`src/rtl/sample_frame_uart_pkg.sv`:
```
// Shared types and helpers for the sample-to-UART framing block.
package sample_frame_uart_pkg;

   typedef enum logic [2:0] {
      StIdle,
      StLoad,
      StStart,
      StData,
      StStop
   } state_e;

   localparam logic [7:0] ASCII_COMMA = 8'h2C;

   // Uppercase ASCII hex digit for a nibble.
   function automatic logic [7:0] nib_to_ascii(input logic [3:0] n);
      return (n < 4'd10) ? (8'h30 + {4'h0, n}) : (8'h37 + {4'h0, n});
   endfunction

   // {n0, n1, n2}; data bit 0 (first out of the ADC) lands next to the tag.
   function automatic logic [11:0] pack_nibbles(input logic [1:0] tag, input logic [9:0] data);
      return {tag[1], tag[0], data[0], data[1], data[2], data[3], data[4], data[5],
              data[6], data[7], data[8], data[9]};
   endfunction

endpackage

```
`src/rtl/sample_frame_uart_if.sv`:
```
// Tagged-sample handshake between the acquisition controller and the UART framer.
interface sample_frame_uart_if;
   logic       s_valid;
   logic       s_ready;
   logic [1:0] s_tag;
   logic [9:0] s_data;

   modport master (output s_valid, output s_tag, output s_data, input s_ready);
   modport slave  (input s_valid, input s_tag, input s_data, output s_ready);
endinterface

```
`src/rtl/sample_frame_uart_fifo.sv`:
```
// Synchronous FIFO for packed samples; read data is the current head (fall-through).
module sample_fifo #(
   parameter int unsigned Width = 12,
   parameter int unsigned Depth = 4
) (
   input  logic                       clk_i,
   input  logic                       rst_ni,
   input  logic                       push_i,
   input  logic                       pop_i,
   input  logic [Width-1:0]           wdata_i,
   output logic [Width-1:0]           rdata_o,
   output logic                       full_o,
   output logic                       empty_o,
   output logic [$clog2(Depth):0]     count_o
);
   localparam int unsigned AddrW = $clog2(Depth);
   localparam int unsigned CntW  = AddrW + 1;

   logic [Width-1:0] mem_q [Depth];
   logic [AddrW-1:0] wptr_q;
   logic [AddrW-1:0] rptr_q;
   logic [CntW-1:0]  count_q;
   logic             do_push;
   logic             do_pop;

   assign full_o  = (count_q == CntW'(Depth));
   assign empty_o = (count_q == '0);
   assign count_o = count_q;
   assign rdata_o = mem_q[rptr_q];
   assign do_push = push_i && !full_o;
   assign do_pop  = pop_i && !empty_o;

   // Storage array; contents are don't-care while empty, so no reset.
   always_ff @(posedge clk_i) begin
      if (do_push) begin
         mem_q[wptr_q] <= wdata_i;
      end
   end

   // Pointers wrap naturally because Depth is a power of two.
   always_ff @(posedge clk_i) begin
      if (!rst_ni) begin
         wptr_q  <= '0;
         rptr_q  <= '0;
         count_q <= '0;
      end else begin
         if (do_push) wptr_q <= wptr_q + AddrW'(1);
         if (do_pop)  rptr_q <= rptr_q + AddrW'(1);
         if (do_push && !do_pop)      count_q <= count_q + CntW'(1);
         else if (do_pop && !do_push) count_q <= count_q - CntW'(1);
      end
   end

endmodule

```
`src/rtl/sample_frame_uart.sv`:
```
// Buffers tagged ADC samples and sends each as three hex chars plus a separator, UART 8N1.
module sample_frame_uart
   import sample_frame_uart_pkg::*;
#(
   parameter int unsigned CLK_DIV    = 10417,
   parameter int unsigned FIFO_DEPTH = 4,
   parameter logic [7:0]  SEP_CHAR   = ASCII_COMMA
) (
   input  logic                sys_clk,
   input  logic                reset_n,
   sample_frame_uart_if.slave  s_if,
   output logic                TxD,
   output logic                busy,
   output logic                frame_done,
   output logic                overflow,
   output logic [3:0]          digit_hex,
   output logic [3:0]          digit_sel
);
   localparam int unsigned          TimerW   = $clog2(CLK_DIV);
   localparam logic [TimerW-1:0]    TimerMax = TimerW'(CLK_DIV - 1);
   localparam int unsigned          CntW     = $clog2(FIFO_DEPTH) + 1;

   state_e            state_q;
   logic [TimerW-1:0] timer_q;
   logic [2:0]        bit_idx_q;
   logic [1:0]        char_idx_q;
   logic [11:0]       word_q;
   logic [3:0][7:0]   chars_q;
   logic              txd_q;
   logic              busy_q;
   logic              frame_done_q;
   logic              overflow_q;
   logic [3:0]        digit_hex_q;
   logic [3:0]        digit_sel_q;

   logic [11:0]       fifo_rdata;
   logic              fifo_full;
   logic              fifo_empty;
   logic [CntW-1:0]   fifo_count;
   logic              s_ready;
   logic              fifo_push;
   logic              fifo_pop;

   // Active-low anode for character idx: 0111, 1011, 1101, 1110.
   function automatic logic [3:0] anode_sel(input logic [1:0] idx);
      return ~(4'b1000 >> idx);
   endfunction

   // Nibble shown on the display for character idx; the separator shows F.
   function automatic logic [3:0] char_nibble(input logic [11:0] word, input logic [1:0] idx);
      case (idx)
         2'd0:    return word[11:8];
         2'd1:    return word[7:4];
         2'd2:    return word[3:0];
         default: return 4'hF;
      endcase
   endfunction

   assign s_ready     = (fifo_count != CntW'(FIFO_DEPTH));
   assign s_if.s_ready = s_ready;
   assign fifo_push   = s_if.s_valid && s_ready;
   assign fifo_pop    = (state_q == StIdle) && !fifo_empty;

   sample_fifo #(
      .Width (12),
      .Depth (FIFO_DEPTH)
   ) u_fifo (
      .clk_i   (sys_clk),
      .rst_ni  (reset_n),
      .push_i  (fifo_push),
      .pop_i   (fifo_pop),
      .wdata_i (pack_nibbles(s_if.s_tag, s_if.s_data)),
      .rdata_o (fifo_rdata),
      .full_o  (fifo_full),
      .empty_o (fifo_empty),
      .count_o (fifo_count)
   );

   // Frame sequencer: pop, latch characters, then start/data/stop per character.
   always_ff @(posedge sys_clk) begin
      if (!reset_n) begin
         state_q      <= StIdle;
         timer_q      <= '0;
         bit_idx_q    <= '0;
         char_idx_q   <= '0;
         word_q       <= '0;
         chars_q      <= '0;
         txd_q        <= 1'b1;
         busy_q       <= 1'b0;
         frame_done_q <= 1'b0;
         overflow_q   <= 1'b0;
         digit_hex_q  <= 4'h0;
         digit_sel_q  <= 4'b1111;
      end else begin
         frame_done_q <= 1'b0;
         // A full FIFO drops the sample even if a pop happens this cycle.
         if (s_if.s_valid && fifo_full) overflow_q <= 1'b1;

         unique case (state_q)
            StIdle: begin
               timer_q <= '0;
               if (!fifo_empty) begin
                  word_q  <= fifo_rdata;
                  busy_q  <= 1'b1;
                  state_q <= StLoad;
               end
            end
            StLoad: begin
               chars_q[0]  <= nib_to_ascii(word_q[11:8]);
               chars_q[1]  <= nib_to_ascii(word_q[7:4]);
               chars_q[2]  <= nib_to_ascii(word_q[3:0]);
               chars_q[3]  <= SEP_CHAR;
               char_idx_q  <= 2'd0;
               timer_q     <= '0;
               txd_q       <= 1'b0;
               digit_sel_q <= anode_sel(2'd0);
               digit_hex_q <= char_nibble(word_q, 2'd0);
               state_q     <= StStart;
            end
            StStart: begin
               if (timer_q == TimerMax) begin
                  timer_q   <= '0;
                  bit_idx_q <= 3'd0;
                  txd_q     <= chars_q[char_idx_q][0];
                  state_q   <= StData;
               end else begin
                  timer_q <= timer_q + TimerW'(1);
               end
            end
            StData: begin
               if (timer_q == TimerMax) begin
                  timer_q <= '0;
                  if (bit_idx_q == 3'd7) begin
                     txd_q   <= 1'b1;
                     state_q <= StStop;
                  end else begin
                     bit_idx_q <= bit_idx_q + 3'd1;
                     txd_q     <= chars_q[char_idx_q][bit_idx_q + 3'd1];
                  end
               end else begin
                  timer_q <= timer_q + TimerW'(1);
               end
            end
            StStop: begin
               if (timer_q == TimerMax) begin
                  timer_q <= '0;
                  if (char_idx_q != 2'd3) begin
                     char_idx_q  <= char_idx_q + 2'd1;
                     txd_q       <= 1'b0;
                     digit_sel_q <= anode_sel(char_idx_q + 2'd1);
                     digit_hex_q <= char_nibble(word_q, char_idx_q + 2'd1);
                     state_q     <= StStart;
                  end else begin
                     busy_q       <= 1'b0;
                     frame_done_q <= 1'b1;
                     state_q      <= StIdle;
                  end
               end else begin
                  timer_q <= timer_q + TimerW'(1);
               end
            end
            default: state_q <= StIdle;
         endcase
      end
   end

   assign TxD        = txd_q;
   assign busy       = busy_q;
   assign frame_done = frame_done_q;
   assign overflow   = overflow_q;
   assign digit_hex  = digit_hex_q;
   assign digit_sel  = digit_sel_q;

endmodule

```
`src/flat_wrapper.sv`:
```
// flat-port wrapper written by rule: the top's interface ports become plain ports
module sample_frame_uart_flat import sample_frame_uart_pkg::*;
#(
   parameter int unsigned CLK_DIV    = 10417,
   parameter int unsigned FIFO_DEPTH = 4,
   parameter logic [7:0]  SEP_CHAR   = ASCII_COMMA
)
  (sys_clk, reset_n, TxD, busy, frame_done, overflow, digit_hex, digit_sel, s_if_s_valid, s_if_s_tag, s_if_s_data, s_if_s_ready);
  sample_frame_uart_if s_if_i ();
  input  logic sys_clk;
  input  logic reset_n;
  output logic TxD;
  output logic busy;
  output logic frame_done;
  output logic overflow;
  output logic [3:0] digit_hex;
  output logic [3:0] digit_sel;
  input wire logic [$bits(s_if_i.s_valid)-1:0] s_if_s_valid;
  input wire logic [$bits(s_if_i.s_tag)-1:0] s_if_s_tag;
  input wire logic [$bits(s_if_i.s_data)-1:0] s_if_s_data;
  output wire logic [$bits(s_if_i.s_ready)-1:0] s_if_s_ready;
  assign s_if_i.s_valid = s_if_s_valid;
  assign s_if_i.s_tag = s_if_s_tag;
  assign s_if_i.s_data = s_if_s_data;
  assign s_if_s_ready = s_if_i.s_ready;
  sample_frame_uart #(.CLK_DIV(CLK_DIV), .FIFO_DEPTH(FIFO_DEPTH), .SEP_CHAR(SEP_CHAR)) u_core (.sys_clk(sys_clk), .reset_n(reset_n), .s_if(s_if_i), .TxD(TxD), .busy(busy), .frame_done(frame_done), .overflow(overflow), .digit_hex(digit_hex), .digit_sel(digit_sel));
endmodule
```
`config.mk`:
```
export PLATFORM = sky130hd
export DESIGN_NAME = sample_frame_uart_flat
export DESIGN_NICKNAME = d
export VERILOG_FILES = /design/src/rtl/sample_frame_uart_pkg.sv /design/src/rtl/sample_frame_uart_if.sv /design/src/rtl/sample_frame_uart_fifo.sv /design/src/rtl/sample_frame_uart.sv /design/src/flat_wrapper.sv
export SDC_FILE = /design/constraint.sdc
export NUM_CORES = 1
export LEC_CHECK = 0
export ABC_AREA = 1
export CORE_UTILIZATION = 40
export DETAILED_ROUTE_END_ITERATION = 8
export PLACE_DENSITY = 0.6
export SLEW_MARGIN = 20
export SYNTH_ARGS = -nofsm -noshare
export SYNTH_HDL_FRONTEND = slang
export SYNTH_SLANG_ARGS = --single-unit
export TNS_END_PERCENT = 50
```
`constraint.sdc`:
```
create_clock -name sys_clk -period 1.9 [get_ports sys_clk]
set_input_delay 0.19 -clock sys_clk [delete_from_list [all_inputs] [get_ports sys_clk]]
set_output_delay 0.19 -clock sys_clk [all_outputs]
set_load 0.01 [all_outputs]
```
==> results.py, run 1 <==
# Synthesis and PnR figures
metrics = {
    "floorplanning": {
        "dieWidth_um": 120,
        "num_tap_cells": 176,
        "die_height_um": 120,
        "die-area_mm2": 0.0145,
    },
    "status": {
        "status": "finished, final reports clean",
    },
    "synth": {
        "synth_area_leader_cell": "dfxtp_1",
        "ff_type": "dfxtp_1",
        "edf_count": 48,
        "yosys_cells": 662,
        "area_leaders": "dfxtp_1 (27%), edfxtp_1 (26%), nor2_1 (6.8%)",
        "synthXorXnorAreaFrac": 0.00780,
        "ys_types": 41,
        "syn_inst": 662,
        "synthDominantCellAreaShare": 0.267,
        "common_cells": "nor2_1 (101), nand2_1 (92), dfxtp_1 (75), inv_1 (67), o21ai_0 (51)",
        "synth_top_cell_by_count": "nor2_1",
    },
    "timing": {
        "period_needed_ps": 1730,
        "max_freq_mhz": 577,
    },
    "clock_tree": {
        "h-tree-depth": 4,
        "ctsHoldBuffers": 0,
        "cts.clk_slew.worst_paths_ps": 50,
        "root_buffer": "clkbuf_16",
    },
    "final_layout": {
        "mi_logic_area_mm2": 0.00227,
        "fill_cells": 1261,
        "inverters": 80,
        "fin_nets": 741,
    },
    "global_route": {
        "grt_pass1_wl_mm": 20.7,
        "overflow": 0,
        "grt_util_met1": 0.209,
        "grt_pass1_vias": 4407,
    },
    "routing": {
        "route.met2.wl_mm": 6.28,
        "drc": 0,
        "met3_length_um": 337,
        "topRoutingLayerUsed": "met4",
        "dr_total_vias": 4492,
    },
    "min_path": {
        "min_from": "s_if_s_tag[0]",
        "whs_endpoint": "u_core.u_fifo.mem_q[2][10]$_DFFE_PP_",
    },
    "setup_path": {
        "worstPathMaxFanout": 5,
        "cp_top_family": "adder cells",
        "reg2reg_depth": 12,
        "reg2reg_from": "u_core.u_fifo.count_o[0]$_SDFFE_PN0P_",
        "startpoint": "u_core.u_fifo.count_o[0]$_SDFFE_PN0P_",
        "cp.arrival_ps": 2080,
    },
    "power_and_ir_drop": {
        "p_total_uw": 9890,
        "leakage_uw": 0.00265,
        "powerDensity_mw_per_mm2": 1450,
    },
    "placed_design": {
        "dp_slack_ps": -48.9,
    },
}
[run 1: registers in the layout (all words and copies together) (netlist names)]
signal,count
u_core.digit_sel,4
u_core.TxD,1
u_core.char_idx_q,2
u_core.u_fifo.mem_q,48
u_core.overflow,1
u_core.chars_q,22
u_core.u_fifo.wptr_q,2
u_core.u_fifo.count_o,3
u_core.u_fifo.rptr_q,2
u_core.word_q,12
u_core.busy,1
u_core.digit_hex,4
u_core.timer_q,14
u_core.state_q,3
u_core.frame_done,1
u_core.bit_idx_q,3
[run 1: report_power, final]
part | total, uW | switching [uW] | internal (uW)
sequential | 3580 | 307 | 3280
clock | 3430 | 1160 | 2270
combinational | 2870 | 1820 | 1050
total | 9890 | 3280 | 6600
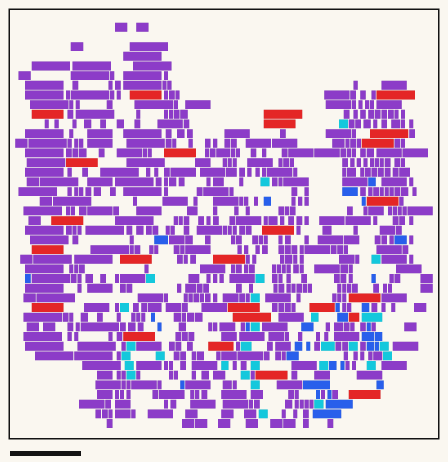
Fig. 1. Cells by drive strength (run 1).
Bar = 20 um.
Key: cyan = _3 and _4 cells [cells 28, most used buf_4]; purple = _0 and _1 cells [cells 635, most used nor2_1]; blue = _2 cells [cells 32, most used inv_2]; red = _6 and larger [cells 25, most used clkbuf_16]
area delta synth->final: 21.3%
worst setup margin: 167 ps
Buffers, non-clock: 48
finished layout cell area: 0.00681 mm^2

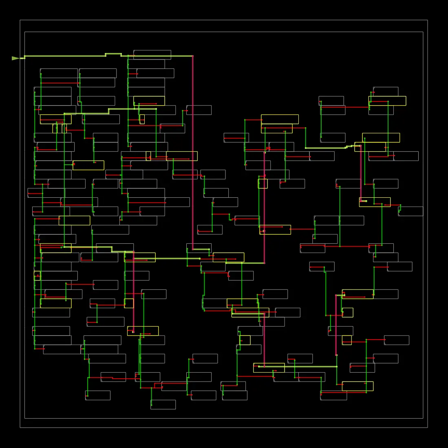
Fig. 2. Clock nets (run 1).
Worst Skew: 10.9 ps
clock buf count: 22
sequential cell count: 123
clk pwr: 3430 uW
CTS Buf Count: 17

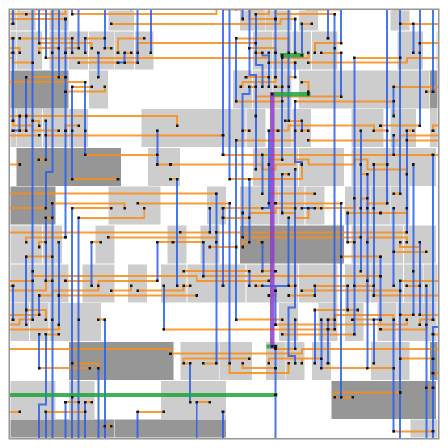
Fig. 3. Close-up of the layout (run 1).
Window x 75 to 105, y 15 to 45 um. Cells in grey, sequential cells in the stronger grey; small squares are vias.
Key: blue = metal 2; purple = metal 4; orange = metal 1; green = metal 3
Most frequent: nand2_1 (16), nor2_1 (9). Netlist names of flops here include u_core.chars_q (2), u_core.state_q (2). Sequential cells in the window: 5. 82 logic cells have their middle in the window.

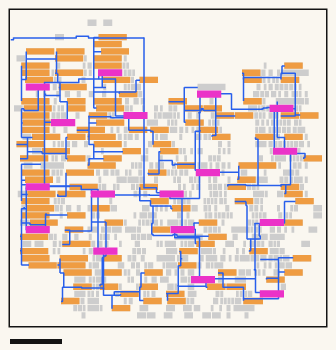
Fig. 4. Routed clock nets over the placement (run 1).
Bar = 20 um.
Key: blue = clock wires [length 1,610 um]; orange = flip-flops [count 123]; magenta = clock drivers [count 17]
Position of the flops: all over the die. There are 18 routed clock nets.

## Run 2: what changed since run 1
clock period = 1.5 ns   (was 1.9 ns; I/O delays follow)
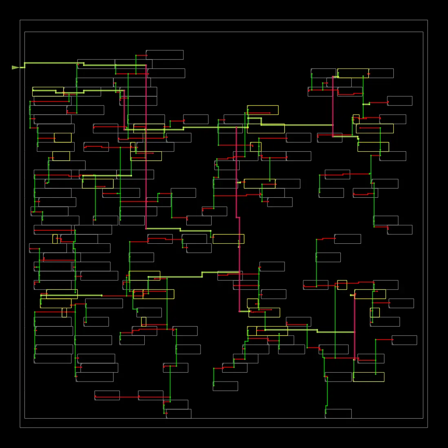
Fig. 5. Clock nets (run 2).
Worst Skew: 9.97 ps
clk pwr: 3980 uW

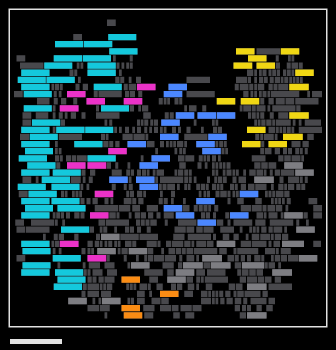
Fig. 6. Register map, names as in the netlist (run 2).
Bar = 20 um. Other sequential cells in the stronger grey, the rest of the logic in the fainter grey.
Key: orange = u_core.digit_hex [flops 4, where bottom centre]; magenta = u_core.word_q [flops 12]; cyan = u_core.u_fifo.mem_q [flops 48, where a vertical strip on the left]; yellow = u_core.timer_q [flops 14]; blue = u_core.chars_q [flops 22, where centre]
Seq/total area: 0.392
Seq group: 4540 uW
register area: 0.00296 mm^2
Core Util, Final: 0.562

==> run 2 against run 1 <==
- the flow now finishes with violations (setup timing)
- clock-buffer cell count decreased by 1
- clock power increased by 16%
- clock skew decreased by 0.91 ps
- global-route usage increased by 0.71 points
- area after synthesis unchanged
- design area increased by 11%
- final cell count increased by 5.8%
- worst setup slack got worse by 260 ps
- combinational power increased by 63%
- via count increased by 7.0%
- register-to-register slack got worse by 260 ps
- non-clock buffer count increased by 52
- largest cell class unchanged
==> results.py, run 2 <==
# Synthesis and PnR figures
metrics = {
    "status": {
        "status": "finished with violations",
        "violations": "setup timing",
    },
    "synth": {
        "synth_area_leader_cell": "dfxtp_1",
        "ff_type": "dfxtp_1",
        "synthXorXnorAreaFrac": 0.00780,
        "ys_types": 41,
        "synthDominantCellAreaShare": 0.267,
        "syn_inst": 662,
        "synth_top_cell_by_count": "nor2_1",
        "yosys_cells": 662,
        "edf_count": 48,
    },
    "routing": {
        "route.met2.wl_mm": 6.81,
        "dr_total_vias": 4807,
        "met3_length_um": 525,
        "drc": 0,
    },
    "setup_path": {
        "cp_top_family": "adder cells",
        "startpoint": "u_core.state_q[0]$_SDFFE_PN0P_",
        "cp.arrival_ps": 1910,
        "reg2reg_depth": 9,
    },
    "floorplanning": {
        "die-area_mm2": 0.0145,
        "dieWidth_um": 120,
        "die_height_um": 120,
        "fp_util": 0.417,
    },
    "final_layout": {
        "clkbuf_count": 21,
        "fill_cells": 1207,
        "top_register": "u_core.u_fifo.mem_q",
        "buffers_excl_clock": 100,
        "largestRegisters": "u_core.u_fifo.mem_q: 48 flops, u_core.chars_q: 22 flops, u_core.timer_q: 14 flops",
        "area.growth.synth_to_final_pct": 34.7,
        "fin_nets": 793,
        "inverters": 80,
        "largest_reg_flops": 48,
    },
    "power_and_ir_drop": {
        "combPwrFrac": 0.355,
        "powerDensity_mw_per_mm2": 1750,
        "p_sw_frac": 0.342,
        "seq_power_share": 0.344,
        "p_total_uw": 13200,
        "power_frac_clock": 0.301,
        "p_sw_uw": 4510,
    },
    "global_route": {
        "grt_util_met1": 0.231,
        "grt_pass1_wl_mm": 21.9,
        "grt_pass1_vias": 4689,
    },
    "timing": {
        "max_freq_mhz": 626,
        "setup_slack_ps": -96.3,
        "period_needed_ps": 1600,
        "setup_viol": 2,
    },
    "clock_tree": {
        "h-tree-depth": 4,
        "cts_inserted_buffers": 17,
        "root_buffer": "clkbuf_16",
    },
}
-- run 2: logic make-up (layout without fill, tap and decap cells) --
group           count (synthesis)  after routing
simple gates                  246            246
compound gates                167            167
flops                         123            123
buf+inv                       102            212
fa+ha+maj                      19             19
xor+xnor                        5              5
-- run 2: timing repair --
item                       4_1_cts  5_1_grt
pin swaps                        9       22
setup endpoints to repair       18       81
gates resized                   24       80
gates cloned                     0        2
buffers inserted                 6        7
hold endpoints to repair         0        0
-- run 2: power groups by stage --
stage	clock network [uW]	registers (uW)	logic, uW
after floorplan	0	4560	2700
after global placement	0	4550	4190
after detailed placement	0	4570	4310
after CTS	4070	4530	4470
after global routing	4200	4620	5230
final	3980	4540	4690
## Run 3: what changed since run 2
CAP_MARGIN = 15   (was unset)
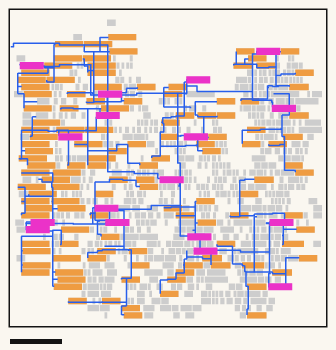
Fig. 7. Routed clock nets over the placement (run 3).
Bar = 20 um.
Key: orange = flip-flops [count 123]; magenta = clock drivers [count 17]; blue = clock wires [length 1,570 um]
Position of the flops: all over the die. There are 18 routed clock nets.

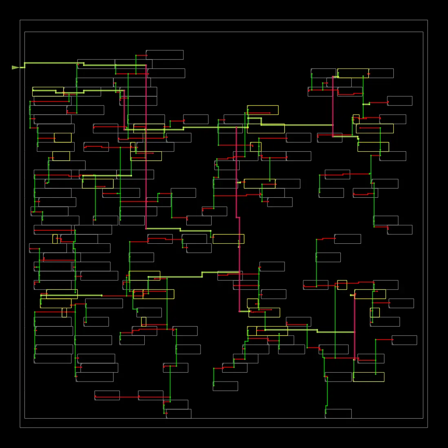
Fig. 8. Clock nets (run 3).
clk ins delay skew pair: 420 ps
clock buf count: 21

==> run 3 against run 2 <==
- sequential power hardly changed
- area after synthesis unchanged
- critical path depth did not move
- final cell count is the same
- clock skew stayed put
- the run still ends with setup timing left
- clock power about the same
- critical endpoint unchanged
- first-iteration DRC count is the same
- critical path type unchanged
- sequential share of layout area did not move
- maximum frequency is the same
- worst setup slack unchanged
- largest power group unchanged
- power is the same
==> results.py, run 3 <==
# Synthesis and PnR figures
metrics = {
    "timing": {
        "setup_viol": 2,
        "period_needed_ps": 1600,
        "setup_slack_ps": -96.3,
        "max_freq_mhz": 626,
    },
    "status": {
        "violations": "setup timing",
        "status": "finished with violations",
    },
    "synth": {
        "synth_area_leader_cell": "dfxtp_1",
        "ys_types": 41,
        "synthDominantCellAreaShare": 0.267,
        "synthXorXnorAreaFrac": 0.00780,
        "edf_count": 48,
    },
    "global_route": {
        "grt_util_met1": 0.231,
        "grt_pass1_vias": 4689,
    },
    "routing": {
        "dr_total_vias": 4807,
        "met3_length_um": 525,
        "drc": 0,
        "route.met2.wl_mm": 6.81,
    },
    "setup_path": {
        "startpoint": "u_core.state_q[0]$_SDFFE_PN0P_",
        "cp_top_family": "adder cells",
        "reg2reg_depth": 9,
    },
    "floorplanning": {
        "die-area_mm2": 0.0145,
        "die_height_um": 120,
    },
    "clock_tree": {
        "root_buffer": "clkbuf_16",
    },
}
[run 3: cell counts after synthesis]
No cell type changed its count.
[run 3: repair_timing]
item                                    CTS  global route
setup buffers                             6             7
cloned                                    0             2
gates resized                            24            80
pin swaps                                 9            22
endpoints found under the setup margin   18            81
[run 3: cell type report]
cell class / instances / area, um^2 / share of cell area
multi-input cells: 437 / 2540 / 0.337
repair buffers: 100 / 930 / 0.123
well taps: 176 / 220 / 0.0291
clock buffers: 21 / 460 / 0.0609
inverters: 80 / 324 / 0.0429
flip-flops and latches: 123 / 2960 / 0.392
clock inverters: 11 / 120 / 0.0159
[run 3: power by group]
group / internal, uW / switching [uW]
registers: 4160 / 380
clock network: 2520 / 1460
logic: 2020 / 2670
total: 8700 / 4510
Power figures rest on the tool's default switching activity, not on a simulated workload.
